[config.mk]
export PLATFORM = sky130hd
export DESIGN_NAME = tetris_input_ctrl
export DESIGN_NICKNAME = d
export VERILOG_FILES = /design/src/rtl/control_pkg.sv /design/src/rtl/btn_debounce.sv /design/src/rtl/tetris_input_ctrl.sv
export SDC_FILE = /design/constraint.sdc
export NUM_CORES = 1
export LEC_CHECK = 0
export CORE_MARGIN = 2
export CORE_UTILIZATION = 47
export CTS_CLUSTER_DIAMETER = 40
export DETAILED_ROUTE_END_ITERATION = 6
export GPL_ROUTABILITY_DRIVEN = 0
export PLACE_DENSITY = 0.62
export SLEW_MARGIN = 5
export SYNTH_ARGS = -nofsm -noshare
export SYNTH_HDL_FRONTEND = slang
export SYNTH_SLANG_ARGS = --single-unit
[constraint.sdc]
create_clock -name clk -period 5.02 [get_ports clk]
set_input_delay 0.753 -clock clk [delete_from_list [all_inputs] [get_ports clk]]
set_output_delay 0.753 -clock clk [all_outputs]
set_load 0.02 [all_outputs]
[src/rtl/control_pkg.sv]
// rtl/control_pkg.sv - command encoding, UART key codes and pending-set helpers shared with the game core
package control_pkg;

    typedef enum logic [3:0] {
        NONE       = 4'd0,
        LEFT       = 4'd1,
        RIGHT      = 4'd2,
        DOWN       = 4'd3,
        DROP       = 4'd4,
        HOLD       = 4'd5,
        ROTATE     = 4'd6,
        ROTATE_REV = 4'd7,
        BAR        = 4'd8
    } control_type;

    localparam logic [7:0] KEY_LEFT       = 8'h61;
    localparam logic [7:0] KEY_RIGHT      = 8'h64;
    localparam logic [7:0] KEY_DOWN       = 8'h73;
    localparam logic [7:0] KEY_DROP       = 8'h20;
    localparam logic [7:0] KEY_HOLD       = 8'h63;
    localparam logic [7:0] KEY_ROTATE     = 8'h77;
    localparam logic [7:0] KEY_ROTATE_REV = 8'h7a;
    localparam logic [7:0] KEY_BAR        = 8'h62;

    // Pending bit i holds the command whose enum value is i+1.
    localparam int BIT_LEFT       = 0;
    localparam int BIT_RIGHT      = 1;
    localparam int BIT_DOWN       = 2;
    localparam int BIT_DROP       = 3;
    localparam int BIT_HOLD       = 4;
    localparam int BIT_ROTATE     = 5;
    localparam int BIT_ROTATE_REV = 6;
    localparam int BIT_BAR        = 7;

    function automatic logic [7:0] cmd_bit(input control_type c);
        logic [7:0] m;
        m = '0;
        for (int i = 0; i < 8; i++) begin
            if (int'(c) == i + 1) m[i] = 1'b1;
        end
        return m;
    endfunction

    function automatic control_type pick_cmd(input logic [7:0] p);
        control_type c;
        c = NONE;
        if      (p[BIT_DROP])       c = DROP;
        else if (p[BIT_HOLD])       c = HOLD;
        else if (p[BIT_ROTATE])     c = ROTATE;
        else if (p[BIT_ROTATE_REV]) c = ROTATE_REV;
        else if (p[BIT_LEFT])       c = LEFT;
        else if (p[BIT_RIGHT])      c = RIGHT;
        else if (p[BIT_BAR])        c = BAR;
        else if (p[BIT_DOWN])       c = DOWN;
        return c;
    endfunction

endpackage

[src/rtl/btn_debounce.sv]
// rtl/btn_debounce.sv - 2-flop synchronizer plus stable-count debouncer for one raw button
module btn_debounce #(
    parameter int DEBOUNCE_CYCLES = 1000000
) (
    input  logic clk,
    input  logic reset_n,
    input  logic raw,
    output logic level
);

    localparam int CW = $clog2(DEBOUNCE_CYCLES + 1);

    logic          sync1;
    logic          sync2;
    logic [CW-1:0] cnt;

    // The level flips only after the synchronized input has differed from it
    // for DEBOUNCE_CYCLES consecutive samples; any agreement restarts the count.
    always_ff @(posedge clk) begin
        if (!reset_n) begin
            sync1 <= 1'b0;
            sync2 <= 1'b0;
            cnt   <= '0;
            level <= 1'b0;
        end else begin
            sync1 <= raw;
            sync2 <= sync1;
            if (sync2 == level) begin
                cnt <= '0;
            end else if (cnt == CW'(DEBOUNCE_CYCLES - 1)) begin
                level <= sync2;
                cnt   <= '0;
            end else begin
                cnt <= cnt + CW'(1);
            end
        end
    end

endmodule

[src/rtl/tetris_input_ctrl.sv]
// rtl/tetris_input_ctrl.sv - merges buttons, UART keys and gravity into one-shot game commands; TETRIS_AUTO_REPEAT_EN enables LEFT/RIGHT auto-repeat
module tetris_input_ctrl
    import control_pkg::*;
#(
    parameter int DEBOUNCE_CYCLES = 1000000,
    parameter int GRAVITY_BASE    = 100000000,
    parameter int STALL_CYCLES    = 1024,
    parameter int REPEAT_DELAY    = 30000000,
    parameter int REPEAT_PERIOD   = 10000000
) (
    input  logic        clk,
    input  logic        reset_n,
    input  logic [3:0]  btn,
    input  logic [7:0]  rx_data,
    input  logic        rx_valid,
    input  logic [3:0]  level,
    input  logic        ready,
    output control_type ctrl
);

    localparam int GW = $clog2(GRAVITY_BASE + 1);
    localparam int SW = $clog2(STALL_CYCLES + 1);

    logic [3:0]    deb_level;
    logic [3:0]    deb_prev;
    logic [3:0]    deb_rise;
    logic [7:0]    pending;
    logic [7:0]    uart_set;
    logic [7:0]    btn_set;
    logic [7:0]    grav_set;
    logic [7:0]    rep_set;
    logic [7:0]    set_mask;
    logic [7:0]    clr_mask;
    logic [7:0]    non_down;
    logic [GW-1:0] grav_cnt;
    logic [GW-1:0] grav_limit;
    logic [31:0]   grav_shift;
    logic          grav_tick;
    logic [SW-1:0] stall_cnt;
    logic          stall_hit;
    logic          issue_normal;
    logic          issue_stall;
    logic          issue;
    logic          down_issued;
    control_type   issue_cmd;

    for (genvar i = 0; i < 4; i++) begin : g_deb
        btn_debounce #(
            .DEBOUNCE_CYCLES(DEBOUNCE_CYCLES)
        ) u_deb (
            .clk    (clk),
            .reset_n(reset_n),
            .raw    (btn[i]),
            .level  (deb_level[i])
        );
    end

    assign deb_rise = deb_level & ~deb_prev;

    always_comb begin
        uart_set = '0;
        if (rx_valid) begin
            case (rx_data)
                KEY_LEFT:       uart_set[BIT_LEFT]       = 1'b1;
                KEY_RIGHT:      uart_set[BIT_RIGHT]      = 1'b1;
                KEY_DOWN:       uart_set[BIT_DOWN]       = 1'b1;
                KEY_DROP:       uart_set[BIT_DROP]       = 1'b1;
                KEY_HOLD:       uart_set[BIT_HOLD]       = 1'b1;
                KEY_ROTATE:     uart_set[BIT_ROTATE]     = 1'b1;
                KEY_ROTATE_REV: uart_set[BIT_ROTATE_REV] = 1'b1;
                KEY_BAR:        uart_set[BIT_BAR]        = 1'b1;
                default:        uart_set                 = '0;
            endcase
        end
    end

    always_comb begin
        btn_set             = '0;
        btn_set[BIT_LEFT]   = deb_rise[0];
        btn_set[BIT_RIGHT]  = deb_rise[1];
        btn_set[BIT_ROTATE] = deb_rise[2];
        btn_set[BIT_DROP]   = deb_rise[3];
    end

`ifdef TETRIS_AUTO_REPEAT_EN
    localparam int RMAX = (REPEAT_DELAY > REPEAT_PERIOD) ? REPEAT_DELAY : REPEAT_PERIOD;
    localparam int RW   = $clog2(RMAX + 1);

    logic [RW-1:0] rep_cnt [2];
    logic [1:0]    rep_phase;
    logic [1:0]    rep_fire;

    // rep_cnt is cycles held since the rising edge (phase 0) or since the last repeat (phase 1).
    always_comb begin
        for (int j = 0; j < 2; j++) begin
            rep_fire[j] = deb_level[j] &&
                          (rep_phase[j] ? (rep_cnt[j] == RW'(REPEAT_PERIOD))
                                        : (rep_cnt[j] == RW'(REPEAT_DELAY)));
        end
        rep_set            = '0;
        rep_set[BIT_LEFT]  = rep_fire[0];
        rep_set[BIT_RIGHT] = rep_fire[1];
    end

    always_ff @(posedge clk) begin
        for (int j = 0; j < 2; j++) begin
            if (!reset_n || !deb_level[j]) begin
                rep_cnt[j]   <= '0;
                rep_phase[j] <= 1'b0;
            end else if (rep_fire[j]) begin
                rep_cnt[j]   <= RW'(1);
                rep_phase[j] <= 1'b1;
            end else begin
                rep_cnt[j] <= rep_cnt[j] + RW'(1);
            end
        end
    end
`else
    assign rep_set = '0;
`endif

    always_comb begin
        grav_shift = 32'(GRAVITY_BASE) >> level;
        grav_limit = (grav_shift > 32'd1) ? GW'(grav_shift - 32'd1) : '0;
        grav_tick  = (grav_cnt >= grav_limit);
        grav_set   = '0;
        grav_set[BIT_DOWN] = grav_tick;
    end

    assign set_mask = uart_set | btn_set | rep_set | grav_set;

    // A stalled core only ever gets user commands; gravity waits for ready.
    always_comb begin
        non_down           = pending;
        non_down[BIT_DOWN] = 1'b0;
        stall_hit    = (stall_cnt >= SW'(STALL_CYCLES));
        issue_normal = ready && (|pending);
        issue_stall  = !ready && stall_hit && (|non_down);
        issue        = (ctrl == NONE) && (issue_normal || issue_stall);
        issue_cmd    = pick_cmd(issue_normal ? pending : non_down);
        clr_mask     = issue ? cmd_bit(issue_cmd) : '0;
        down_issued  = issue && (issue_cmd == DOWN);
    end

    always_ff @(posedge clk) begin
        if (!reset_n) begin
            ctrl      <= NONE;
            pending   <= '0;
            grav_cnt  <= '0;
            stall_cnt <= '0;
            deb_prev  <= '0;
        end else begin
            deb_prev <= deb_level;
            ctrl     <= issue ? issue_cmd : NONE;
            pending  <= (pending & ~clr_mask) | set_mask;

            // The issue cycle itself is cycle 0 of the new gravity interval.
            if (down_issued)    grav_cnt <= GW'(1);
            else if (grav_tick) grav_cnt <= '0;
            else                grav_cnt <= grav_cnt + GW'(1);

            if (ready || issue_stall) stall_cnt <= '0;
            else if (!stall_hit)      stall_cnt <= stall_cnt + SW'(1);
        end
    end

endmodule

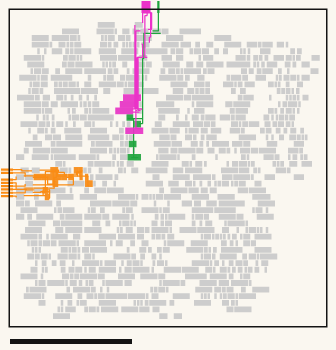
Run 1: wires at chosen ports, followed through buffers
Scale bar: 50 µm.
[magenta] ctrl | direction: output | edge: top | end cells: 4 | buffers: 4 | wire: 191 µm
[green] ready | direction: input | edge: top | end cells: 5 | buffers: 1 | wire: 81.5 µm
[orange] rx_data | direction: input | edge: left | end cells: 15 | buffers: 8 | wire: 209 µm

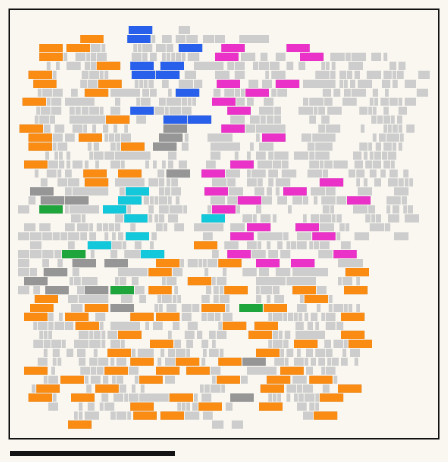
Run 1: sequential cells coloured by netlist name
Scale bar: 50 µm.
[orange] g_deb.u_deb.cnt | placed flops: 80 | where: spread over the die
[magenta] grav_cnt | placed flops: 27
[cyan] pending | placed flops: 8
[green] g_deb.u_deb.level | placed flops: 4 | where: middle left
[blue] stall_cnt | placed flops: 11
not coloured: 16
flip-flop and latch area: 0.00292 mm²
Seq group: 1.17 mW

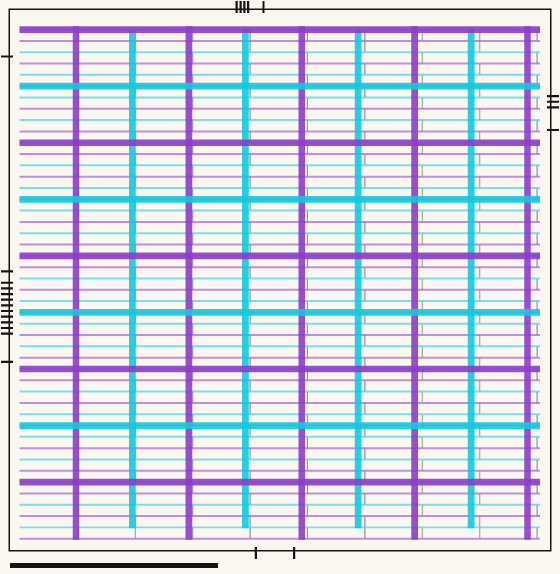
Run 1: power grid
Scale bar: 50 µm. Pins as bars on the die edge. Tap cells in grey.
[cyan] VDD
[purple] VSS
tap cells: 211
met1 rails: 46
met4 straps: 9
rows: 45
width of the chip: 130 µm
VDD IR-drop max: 215 µV
Die Ht: 130 µm

==> qor.log, run 1 <==
[layout] fin util 55.4%
[grt] vias in the first global route 5552
[route] Pre-Repair DR Iteration Count 5
[worst_setup_path] data required time of the critical path 5.33 ns
[route] average routed wire per standard cell 13.4 µm
[route] routed wire length on met2 6.80 mm
[worst_setup_path] category of cells accounting for the largest share of critical-path delay simple AND/OR/NAND/NOR gates
[placement] number of port buffers 23
[timing] RSZ-0062 raised after global routing no
[clock_tree] Hold Buf Count CTS 0
[synth] Post-synth mux share 0.824%
[timing] Final Hold Fails 0
[grt] gr busiest metal met2
[run_status] status finished, final reports clean
[grt] met3 track utilization from global routing 3.61%
[die] CORE AREA 0.0153 mm²
[job] OpenROAD warning count 28
[synth] area fraction in and, or, nand and nor cells after synthesis 31.2%
[synth] area fraction in xor and xnor cells 13.2%
[hold_path] Worst Hold Depth 1
[route] detailed route wirelength on metal3 436 µm
[placement] DP Area 0.00783 mm²
[timing] time the worst path needs with I/O delays and setup 4.43 ns
[layout] share of cells above drive strength 1 7.53%
[clock_tree] TritonCTS Sinks 146
[route] highest metal layer with signal wires met4
[synth] Post-Synthesis Net Count 905
[layout] diodes inserted 0
[worst_setup_path] critical path cell sequence clkdlybuf4s50_1, nor2_1, nor2_1, o21ai_0, ha_1, nor3_1, nor2_1, nor2_1, nor2_1, ha_1, a211oi_1, nand2_1, nor4_1, o2bb2ai_4, o31a_1
[worst_setup_path] cell repeated most along the worst path sky130_fd_sc_hd__nor2_1
[synth] unique cell type count in the Yosys netlist 62
[worst_setup_path] depth of the worst register-to-register path 5
[die] area of the chip 0.0169 mm²
[synth] share of synthesized area occupied by flip-flops and latches 39.3%
[synth] Synth Cell Area 0.00744 mm²
[synth] Mean Syn Cell Area 8.76 µm²
[synth] summed standard-cell area reported by yosys 0.00744 mm²
[clock_tree] CTS root buf sky130_fd_sc_hd__clkbuf_16
[route] Total Wirelength 14.6 mm
[synth] number of cells in Yosys stat 850
[clock_tree] clock transition at the registers of the reported paths 0.06 ns
[grt] initial antenna violation count 0
[run 1: power by group through the flow]
stage	logic, mW	clock network [mW]	registers, mW
global placement	0.113	0	1.20
finish	0.117	1.35	1.17
CTS	0.117	1.38	1.17
global route	0.133	1.43	1.17
floorplan	0.0795	0	1.20
detailed placement	0.117	0	1.20
[run 1: sequential cells by signal (all words and copies together) (netlist names)]
name               cells
g_deb.u_deb.sync2      4
ctrl                   4
g_deb.u_deb.level      4
pending                8
g_deb.u_deb.sync1      4
deb_prev               4
g_deb.u_deb.cnt       80
stall_cnt             11
grav_cnt              27
[run 1: worst max-delay path by stage]
stage | endpoint | slack (ns) | startpoint
2_1_floorplan | grav_cnt[10]$_SDFF_PP0_ | 1.18 | level[2]
6_report | pending[2]$_SDFF_PN0_ | 0.59 | level[1]
3_5_place_dp | pending[2]$_SDFF_PN0_ | 0.21 | level[0]
5_1_grt | grav_cnt[5]$_SDFF_PP0_ | 0.17 | level[0]
4_1_cts | pending[2]$_SDFF_PN0_ | 0.63 | level[1]
3_3_place_gp | grav_cnt[0]$_SDFF_PN0_ | 0.38 | level[0]
[run 1: worst reg2reg max path, cell delays in order (launching register included)]
cell and delay, ns:
sky130_fd_sc_hd__dfxtp_1 0.34, sky130_fd_sc_hd__nor4_1 0.56, sky130_fd_sc_hd__nand4_1 0.27, sky130_fd_sc_hd__nand2_1 0.99, sky130_fd_sc_hd__buf_4 0.29, sky130_fd_sc_hd__nor4_2 0.05
[run 1: final cells by class]
class                           instances  area (µm²)
Clock buffer                           20         467
Clock inverter                         12         178
Fill cell                            1424        6840
Inverter                               28         105
Multi-Input combinational cell        643        4270
Sequential cell                       146        2920
Tap cell                              211         264
Timing Repair Buffer                   27         273
[run 1: synth_stat cells (13+ instances only)]
cell | count | area share [%]
sky130_fd_sc_hd__a21oi_1 | 13 | 0.87
sky130_fd_sc_hd__nor4_2 | 20 | 3.4
sky130_fd_sc_hd__inv_1 | 27 | 1.4
sky130_fd_sc_hd__xnor2_1 | 60 | 7.1
sky130_fd_sc_hd__nand2_1 | 58 | 2.9
sky130_fd_sc_hd__nor3_1 | 22 | 1.5
sky130_fd_sc_hd__nand3_1 | 44 | 3.0
sky130_fd_sc_hd__o21ai_0 | 17 | 1.1
sky130_fd_sc_hd__and3_1 | 22 | 1.8
sky130_fd_sc_hd__nand4_1 | 28 | 2.4
sky130_fd_sc_hd__nor2_1 | 144 | 7.3
sky130_fd_sc_hd__xor2_1 | 52 | 6.1
sky130_fd_sc_hd__ha_1 | 35 | 5.9
sky130_fd_sc_hd__dfxtp_1 | 146 | 39
sky130_fd_sc_hd__and4_1 | 15 | 1.8
sky130_fd_sc_hd__clkbuf_1 | 17 | 0.86
sky130_fd_sc_hd__and2_1 | 18 | 1.5
[run 1: metrics by stage]
| stage | worst slack (ns) | hold WS [ns] | instances |
|---|---|---|---|
| 2_1_floorplan | 1.18 | 0.412 | 850 |
| 3_3_place_gp | 0.383 | 0.415 | 1055 |
| 3_5_place_dp | 0.213 | 0.430 | 1055 |
| 4_1_cts | 0.633 | 0.441 | 1087 |
| 5_1_grt | 0.168 | 0.456 | 1087 |
| 6_report | 0.588 | 0.434 | 1087 |
==> inputs of run 2 (changes only) <==
- CORE_UTILIZATION: 47 -> 40
- PLACE_DENSITY: 0.62 -> 0.54
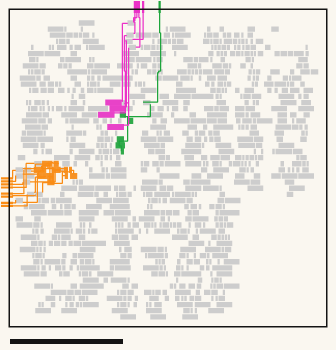
Run 2: wires at chosen ports, followed through buffers
Scale bar: 50 µm.
[orange] rx_data | direction: input | edge: left | end cells: 15 | buffers: 8 | wire: 242 µm
[magenta] ctrl | direction: output | edge: top | end cells: 4 | buffers: 4 | wire: 201 µm
[green] ready | direction: input | edge: top | end cells: 5 | buffers: 1 | wire: 86.3 µm
count of boundary I/O pins: 24
number of port buffers: 23

==> qor.log, run 2 <==
[run_status] status finished, final reports clean
[worst_setup_path] depth of the worst register-to-register path 6
[clock_tree] clock transition at the registers of the reported paths 0.06 ns
[hold_path] worst hold start g_deb[0].u_deb.sync1$_SDFF_PN0_
[layout] fin util 46.9%
[worst_setup_path] crit end category flop
[worst_setup_path] data required time of the critical path 5.33 ns
[clock_tree] Max Root-Sink Buffers 2
[power_and_ir_drop] VDD IR-drop max 261 µV
[timing] time the worst path needs with I/O delays and setup 4.35 ns
[synth] most instantiated library cell after synthesis sky130_fd_sc_hd__dfxtp_1
[die] Die Ht 140 µm
[layout] top flop regs g_deb.u_deb.cnt x80, grav_cnt x27, stall_cnt x11
[route] Total Wirelength 15.3 mm
[synth] Post-Synthesis Net Count 905
[synth] Synth Cell Area 0.00744 mm²
[layout] filler cell count 1722
[synth] Largest type area fraction 39.3%
[layout] share of cells above drive strength 1 7.85%
[die] initial core utilization 41.1%
[die] CORE AREA 0.0181 mm²
[timing] RSZ-0062 raised after global routing no
[timing] slew margin rel. 33.3%
[placement] Cell Count Post-Placement 1076
[route] average routed wire per standard cell 13.8 µm
[synth] number of cells in Yosys stat 850
[synth] share of synthesized area occupied by flip-flops and latches 39.3%
[layout] number of flip-flops in the largest register 80
[power_and_ir_drop] leakage 2.88 nW
[synth] Mean Syn Cell Area 8.76 µm²
[clock_tree] CTS root buf sky130_fd_sc_hd__clkbuf_16
[synth] leading post-synthesis cells by cell area sky130_fd_sc_hd__dfxtp_1 (39%), sky130_fd_sc_hd__nor2_1 (7.3%), sky130_fd_sc_hd__xnor2_1 (7.1%)
[timing] Final Hold Fails 0
[layout] fin cells 1108
[die] area of the chip 0.0197 mm²
[job] OpenROAD warning count 28
[layout] diodes inserted 0
[hold_path] Worst Hold Depth 1
[synth] largest area contributor in the synthesized netlist sky130_fd_sc_hd__dfxtp_1
[die] width of the chip 140 µm
[clock_tree] Hold Buf Count CTS 0
[synth] unique cell type count in the Yosys netlist 62
[grt] vias in the first global route 5631
[route] Pre-Repair DR Iteration Count 5
[synth] commonest cells in the synthesized netlist sky130_fd_sc_hd__dfxtp_1 (146), sky130_fd_sc_hd__nor2_1 (144), sky130_fd_sc_hd__xnor2_1 (60)
## run 2: cell counts after synthesis
No cell type changed its count.
## run 2: critical path, cell delays in order
cell and delay (ns):
sky130_fd_sc_hd__clkdlybuf4s50_1 0.60, sky130_fd_sc_hd__nor2_1 0.29, sky130_fd_sc_hd__nor2_1 0.11, sky130_fd_sc_hd__o21ai_0 0.20, sky130_fd_sc_hd__ha_1 0.33, sky130_fd_sc_hd__nor2_1 0.07
sky130_fd_sc_hd__nor2_1 0.11, sky130_fd_sc_hd__a211oi_1 0.08, sky130_fd_sc_hd__a211oi_1 0.29, sky130_fd_sc_hd__ha_1 0.30, sky130_fd_sc_hd__nand4_1 0.15, sky130_fd_sc_hd__o21ai_0 0.12
sky130_fd_sc_hd__nor4_1 0.43, sky130_fd_sc_hd__o2bb2ai_4 0.40, sky130_fd_sc_hd__o31a_1 0.41
## run 2: cell families (layout without fill, tap and decap cells)
logic type / Yosys count / count (layout) / share of synthesized area (%)
and+or+nand+nor: 423 / 423 / 31.2
DFF: 146 / 146 / 39.3
xor gates and xnor gates: 112 / 112 / 13.2
AOI/OAI and AO/OA: 67 / 67 / 5.98
buffers and inverters: 61 / 90 / 3.63
adders and majority gates: 35 / 35 / 5.88
muxes: 6 / 6 / 0.824
## run 2: how the worst max path moves through the flow
stage,start,endpoint,slack [ns],depth (start not counted)
after floorplan,level[2],grav_cnt[10]$_SDFF_PP0_,1.18,16
after global placement,level[0],pending[2]$_SDFF_PN0_,0.45,15
after detailed placement,level[1],pending[2]$_SDFF_PN0_,0.21,15
after CTS,level[1],pending[2]$_SDFF_PN0_,0.66,15
after global routing,level[1],pending[2]$_SDFF_PN0_,0.36,15
final,level[1],pending[2]$_SDFF_PN0_,0.67,15
## run 2: layout make-up
type | instances | area, µm² | area share [%]
Multi-Input combinational cell | 643 | 4270 | 50.3
Sequential cell | 146 | 2920 | 34.5
Clock inverter | 13 | 151 | 1.78
Inverter | 28 | 105 | 1.24
Tap cell | 229 | 287 | 3.38
Clock buffer | 19 | 453 | 5.34
Timing Repair Buffer | 30 | 295 | 3.48
## run 2: per-stage QoR
| stage | cell area [µm²] | setup WS (ns) | hold WS [ns] |
|---|---|---|---|
| after floorplan | 7440 | 1.18 | 0.412 |
| final | 8480 | 0.675 | 0.432 |
| after global routing | 8480 | 0.360 | 0.440 |
| after global placement | 7880 | 0.447 | 0.415 |
| after CTS | 8480 | 0.661 | 0.433 |
| after detailed placement | 7880 | 0.210 | 0.419 |
## run 2: power by group through the flow
stage          clock, mW  combinational, mW  sequential [mW]
2_1_floorplan          0             0.0795             1.20
3_3_place_gp           0              0.117             1.20
3_5_place_dp           0              0.120             1.20
4_1_cts             1.31              0.121             1.17
5_1_grt             1.36              0.135             1.17
6_report            1.27              0.119             1.17
## run 2: layer usage
layer	part of all wire, %	vias up	track usage (%)
met5	0	-	0
met4	1.3	0	5.21
met3	2.7	15	3.86
met2	47	78	26.7
met1	49	2694	21.4
li1	-	3005	-
==> inputs of run 3 (changes only) <==
- SYNTH_HIERARCHICAL: unset -> 1
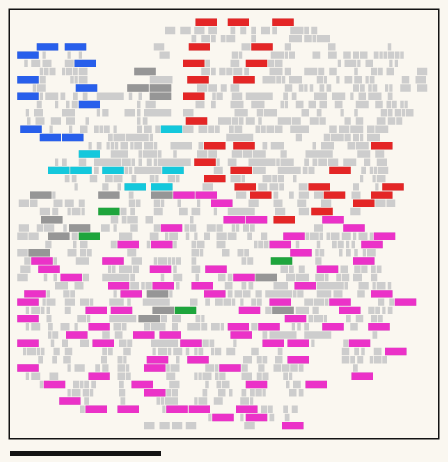
Run 3: sequential cells coloured by netlist name
Scale bar: 50 µm.
[cyan] pending | placed flops: 8
[blue] stall_cnt | placed flops: 11 | where: upper left
[magenta] g_deb.u_deb/cnt | placed flops: 80
[red] grav_cnt | placed flops: 27
[green] g_deb.u_deb/level | placed flops: 4
not coloured: 16

==> qor.log, run 3 <==
[synth] Largest type area fraction 38.7%
[placement] number of port buffers 23
[worst_setup_path] cell repeated most along the worst path sky130_fd_sc_hd__a211oi_1
[worst_setup_path] crit end category flop
[timing] time the worst path needs with I/O delays and setup 4.25 ns
[synth] share of synthesized area occupied by flip-flops and latches 38.7%
[die] count of boundary I/O pins 24
[synth] area fraction in xor and xnor cells 9.74%
[die] initial core utilization 40.5%
[clock_tree] Max Root-Sink Buffers 2
[worst_setup_path] worst path bufs/invs 1
[die] area of the chip 0.0200 mm²
[worst_setup_path] critical path cell sequence clkdlybuf4s50_1, nor3_1, o21ai_0, ha_1, nor2_1, nor2_1, a211oi_1, a211oi_1, ha_1, a211oi_1, a31oi_1, o211ai_1, nand3_4, o21a_1
[placement] Cell Count Post-Placement 1100
[job] OpenROAD warning count 28
[synth] Mean Syn Cell Area 8.73 µm²
[synth] area fraction in and, or, nand and nor cells after synthesis 29.6%
[layout] top flop regs g_deb.u_deb/cnt x80, grav_cnt x27, stall_cnt x11
[synth] commonest cells in the synthesized netlist sky130_fd_sc_hd__dfxtp_1 (146), sky130_fd_sc_hd__nor2_1 (100), sky130_fd_sc_hd__nand2_1 (58)
[timing] slew margin rel. 42.7%
[die] Die Ht 141 µm
[grt] initial antenna violation count 0
[layout] register ranked first by flip-flop count g_deb.u_deb/cnt
[run_status] status finished, final reports clean
[route] average routed wire per standard cell 13.5 µm
[timing] Fin Hold WS 0.430 ns
[timing] Final Hold Fails 0
[die] width of the chip 141 µm
[layout] filler cell count 1892
[route] Pre-Repair DR Iteration Count 4
[clock_tree] Hold Buf Count CTS 0
[synth] Complex Gates by Area 11.8%
[synth] summed standard-cell area reported by yosys 0.00755 mm²
[synth] Post-Synthesis Net Count 920
[clock_tree] CTS root buf sky130_fd_sc_hd__clkbuf_16
[timing] RSZ-0062 raised after global routing no
[run 3: cells by family (layout without fill, tap and decap cells)]
logic type | after synthesis | count (layout)
adders and majority gates | 35 | 35
AOI/OAI and AO/OA | 140 | 140
xor gates and xnor gates | 84 | 84
and+or+nand+nor | 392 | 392
buffers and inverters | 66 | 99
DFF | 146 | 146
muxes | 2 | 2
[run 3: routing by layer]
| layer | vias up | GRT usage [%] | routed length, µm |
|---|---|---|---|
| met5 | - | 0 | 0 |
| met4 | 0 | 5.05 | 211 |
| met3 | 12 | 3.51 | 338 |
| met2 | 50 | 25.8 | 6790 |
| met1 | 2736 | 22.7 | 7950 |
| li1 | 3132 | - | - |
[run 3: report_power, final]
group / internal, mW / total [mW] / switching (mW)
sequential: 1.17 / 1.17 / 0.00626
combinational: 0.0539 / 0.130 / 0.0756
clock: 0.734 / 1.20 / 0.466
total: 1.95 / 2.50 / 0.548
[run 3: cell type report]
class | count | area [µm²] | area share, %
multi-input cells | 653 | 4320 | 50.7
flip-flops and latches | 146 | 2920 | 34.3
clock buffers | 24 | 492 | 5.77
well taps | 234 | 293 | 3.44
repair buffers | 29 | 275 | 3.23
inverters | 38 | 143 | 1.67
clock inverters | 8 | 76.3 | 0.896
[run 3: worst paths after layout]
| kind | start | end | cells after the start |
|---|---|---|---|
| min | g_deb[3].u_deb/sync1$_SDFF_PN0_ | g_deb[3].u_deb/sync2$_SDFF_PN0_ | 1 |
| max reg2reg | grav_cnt[20]$_SDFF_PP0_ | pending[2]$_SDFF_PN0_ | 7 |
| max | level[2] | pending[2]$_SDFF_PN0_ | 14 |
| min reg2reg | g_deb[3].u_deb/sync1$_SDFF_PN0_ | g_deb[3].u_deb/sync2$_SDFF_PN0_ | 1 |
[run 3: through the flow]
step                instance area, µm²  setup slack, ns
detailed placement                7950            0.416
floorplan                         7550             1.23
global route                      8520            0.424
global placement                  7950            0.429
finish                            8520            0.774
CTS                               8520            0.837

==> notes/layouts.md <==
Pictures saved along the way, in no particular order.

Cell outlines without signal wires.
Plate I
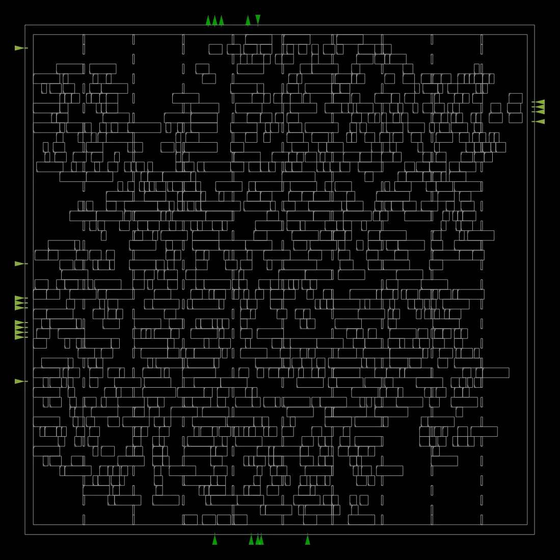
Plate II
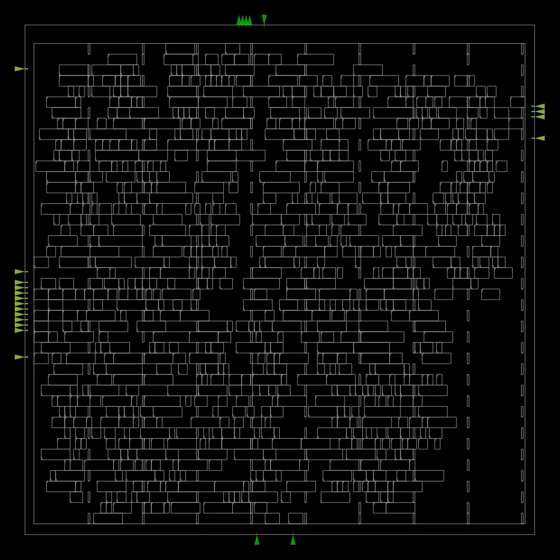
Of these, highest utilization: Plate II
run 3: Plate I
run 1: Plate II

No activity file was given, so power comes from the tool's default toggle rates.
